$ cat src/rtl/axi_stream_master_if.sv
// AXI-Stream byte channel between a packet source and its sink.
// The master modport drives the beat; the slave modport returns ready.
interface axi_if;
  logic [7:0] tdata;
  logic       tvalid;
  logic       tlast;
  logic       tready_in;

  modport master (output tdata, output tvalid, output tlast, input tready_in);
  modport slave  (input tdata, input tvalid, input tlast, output tready_in);
endinterface

$ cat src/rtl/axi_stream_master.sv
// AXI-Stream packet source: sends 5-byte packets (header + 32-bit payload,
// MSB byte first). A data packet carries the sampled word; a mean packet
// carries the truncated average of the last four sampled words.
// Optional feature macro: AXIS_MEAN_EN (history, mean and send_mean handling).
module axi_stream_master (
  input  logic        clk,
  input  logic        rst_n,
  input  logic [31:0] data_in,
  input  logic        send_packet,
  input  logic        send_mean,
  axi_if.master       axi
);

  localparam int          DATA_W    = 32;
  localparam logic [7:0]  HDR_DATA  = 8'h01;
  localparam logic [2:0]  LAST_BEAT = 3'd4;

  typedef enum logic {IDLE = 1'b0, SEND = 1'b1} state_t;

  state_t              state, state_next;
  logic [2:0]          beat, beat_next;
  logic [7:0]          header;
  logic [DATA_W-1:0]   payload;
  logic                accept_data;
  logic                accept_mean;
  logic [7:0]          tdata;
  logic                tvalid;
  logic                tlast;

  // Requests are only taken while idle; a data request wins over a mean one.
  assign accept_data = (state == IDLE) && send_packet;

`ifdef AXIS_MEAN_EN
  localparam logic [7:0] HDR_MEAN = 8'h02;

  logic [3:0][DATA_W-1:0] hist;

  // Sum is widened by two bits so four full-scale words cannot overflow.
  function automatic logic [DATA_W-1:0] mean4(input logic [3:0][DATA_W-1:0] h);
    logic [DATA_W+1:0] sum;
    sum = {2'b00, h[0]} + {2'b00, h[1]} + {2'b00, h[2]} + {2'b00, h[3]};
    return sum[DATA_W+1:2];
  endfunction

  assign accept_mean = (state == IDLE) && !send_packet && send_mean;

  // Sample history: newest word enters at index 0 on every accepted data packet.
  always_ff @(posedge clk or negedge rst_n) begin
    if (!rst_n) begin
      hist <= '0;
    end else if (accept_data) begin
      hist <= {hist[2:0], data_in};
    end
  end
`else
  logic unused_send_mean;
  assign unused_send_mean = send_mean;
  assign accept_mean      = 1'b0;
`endif

  // Capture header and payload at acceptance so they stay frozen for the packet.
  always_ff @(posedge clk or negedge rst_n) begin
    if (!rst_n) begin
      header  <= '0;
      payload <= '0;
    end else if (accept_data) begin
      header  <= HDR_DATA;
      payload <= data_in;
`ifdef AXIS_MEAN_EN
    end else if (accept_mean) begin
      header  <= HDR_MEAN;
      payload <= mean4(hist);
`endif
    end
  end

  // State and beat index registers.
  always_ff @(posedge clk or negedge rst_n) begin
    if (!rst_n) begin
      state <= IDLE;
      beat  <= '0;
    end else begin
      state <= state_next;
      beat  <= beat_next;
    end
  end

  // Next state: advance one beat per handshake, back to idle after the last.
  always_comb begin
    state_next = state;
    beat_next  = beat;
    case (state)
      IDLE: begin
        if (accept_data || accept_mean) begin
          state_next = SEND;
          beat_next  = '0;
        end
      end
      SEND: begin
        if (axi.tready_in) begin
          if (beat == LAST_BEAT) begin
            state_next = IDLE;
            beat_next  = '0;
          end else begin
            beat_next = beat + 3'd1;
          end
        end
      end
      default: begin
        state_next = IDLE;
        beat_next  = '0;
      end
    endcase
  end

  // Beat outputs decode purely from registers, so they hold through stalls.
  always_comb begin
    tvalid = (state == SEND);
    tlast  = tvalid && (beat == LAST_BEAT);
    tdata  = 8'h00;
    if (tvalid) begin
      case (beat)
        3'd0:    tdata = header;
        3'd1:    tdata = payload[31:24];
        3'd2:    tdata = payload[23:16];
        3'd3:    tdata = payload[15:8];
        3'd4:    tdata = payload[7:0];
        default: tdata = 8'h00;
      endcase
    end
  end

  assign axi.tdata  = tdata;
  assign axi.tvalid = tvalid;
  assign axi.tlast  = tlast;

endmodule

$ cat src/flat_wrapper.sv
// flat-port wrapper written by rule: the top's interface ports become plain ports
module axi_stream_master_flat 
  (clk, rst_n, data_in, send_packet, send_mean, axi_tdata, axi_tvalid, axi_tlast, axi_tready_in);
  axi_if axi_i ();
  input  logic clk;
  input  logic rst_n;
  input  logic [31:0] data_in;
  input  logic send_packet;
  input  logic send_mean;
  output wire logic [$bits(axi_i.tdata)-1:0] axi_tdata;
  output wire logic [$bits(axi_i.tvalid)-1:0] axi_tvalid;
  output wire logic [$bits(axi_i.tlast)-1:0] axi_tlast;
  input wire logic [$bits(axi_i.tready_in)-1:0] axi_tready_in;
  assign axi_tdata = axi_i.tdata;
  assign axi_tvalid = axi_i.tvalid;
  assign axi_tlast = axi_i.tlast;
  assign axi_i.tready_in = axi_tready_in;
  axi_stream_master u_core (.clk(clk), .rst_n(rst_n), .data_in(data_in), .send_packet(send_packet), .send_mean(send_mean), .axi(axi_i));
endmodule
$ cat config.mk
export PLATFORM = sky130hd
export DESIGN_NAME = axi_stream_master_flat
export DESIGN_NICKNAME = d
export VERILOG_FILES = /design/src/rtl/axi_stream_master_if.sv /design/src/rtl/axi_stream_master.sv /design/src/flat_wrapper.sv
export SDC_FILE = /design/constraint.sdc
export NUM_CORES = 1
export LEC_CHECK = 0
export CAP_MARGIN = 25
export CORE_MARGIN = 4
export CORE_UTILIZATION = 48
export DETAILED_ROUTE_END_ITERATION = 16
export HOLD_SLACK_MARGIN = 0.03
export PLACE_DENSITY = 0.82
export SLEW_MARGIN = 20
export SYNTH_ARGS = -nofsm -noshare
export SYNTH_HDL_FRONTEND = slang
export SYNTH_SLANG_ARGS = --single-unit
$ cat constraint.sdc
create_clock -name clk -period 2.1 [get_ports clk]
set_input_delay 0.42 -clock clk [delete_from_list [all_inputs] [get_ports clk]]
set_output_delay 0.42 -clock clk [all_outputs]
set_load 0.01 [all_outputs]
==> notes.md <==
flow finished, numbers: status complete, but fails checks, failing checks setup timing, setup TNS -1.31 ns, Latency at later pin 0.29 ns, Synth flops 37, DRC 0, final core occ 72.4%, MUX share of area 23.0%, Placed Area 0.00238 mm2, met3 routed WL 186 um, final slew viol count 0, Mapped Nets 172, Avg Cell Area, Syn 13.8 um2, vias per std cell 5.51, yosys aoi share 12.6%, switching pwr 0.00122 W, Yosys warning count 0, Pwr Density 1410 mW/mm2, Most Used Layer, Global Route met2, Reg clk slew, reported paths 0.08 ns, logic share of the area 33.2%, initial drt markers 102, XORs/XNORs by Area 0%, crit path max-delay cell type dfrtp_2, Top non-seq family multiplexers, Pwr Total 0.00354 W, Mapped Area 0.00179 mm2, startpoint class of the critical path flop, setup ws final -0.209 ns, Worst Path Max Fanout 4, cycle use final 110%, Bufs and invs on worst path 2, routed vias 1,340, Synth Area in Adders 3.49%, DRT met1 WL 1760 um, Worst EP required 1.68 ns, CTS resizes 41, vias in the first global route 1,475, leakage 1.07 nW, flop-to-flop setup slack 0.57 ns, cell family with most CP delay AND-OR/OR-AND gates, area delta synth->final 40.1%, post-DP HPWL 3010 um, setup violators final 8, H-tree levels 2
-- power groups by stage --
stage	Combinational, W	Clock (W)	Sequential, W
finish	0.00174	0.000484	0.00131
global route	0.00189	0.000532	0.00135
CTS	0.00166	0.000490	0.00129
detailed placement	0.00170	0	0.00129
global placement	0.00163	0	0.00127
floorplan	0.00104	0	0.00124
-- cells in the final DEF, fill, tap and decap left out, drive strengths merged, types with 3 or more instances in the layout --
master,n
a211oi,8
a22oi,12
buf,30
clkbuf,6
clkdlybuf4s50,36
dfrtp,37
ha,5
inv,4
mux2,33
nand2,4
nor2b,3
-- flip-flops by register name, summed over array words and instances (netlist names) --
| signal | cells |
|---|---|
| u_core.payload | 32 |
| u_core.beat | 3 |
| u_core.axi.tvalid | 1 |
| u_core.header | 1 |
Placement by cell class:
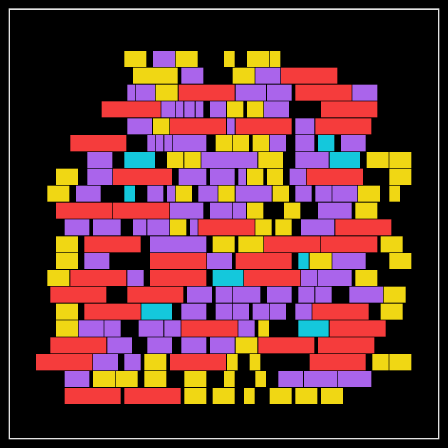
[red] sequential cells | cells: 37
[purple] remaining logic cells | cells: 85
[cyan] clock drivers and dummy loads | cells: 8
[yellow] remaining buffers and delay cells | cells: 67

Congestion heat map:
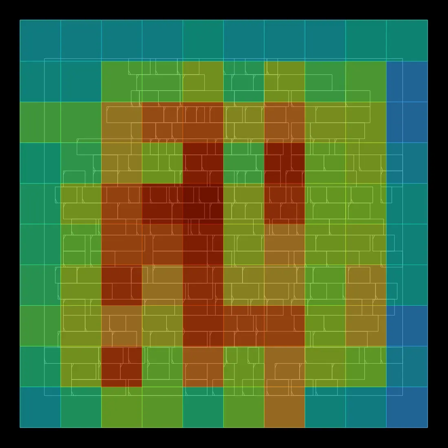
met1 Usage GRT: 22.4%
Total GRT Usage: 18.9%
DR WL/cell: 17.4 um

Cell density map:
Bar = 20 um. The die is cut into 7 by 7 equal tiles; black is low, pale yellow is high, 0 to 100% covered.
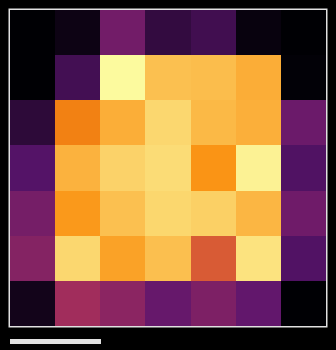
densest ninth of the die: centre
fullest tile: 99%
mean over tiles: 51%
nearly empty tiles: 10%

Power is estimated from default activity; no workload was simulated.
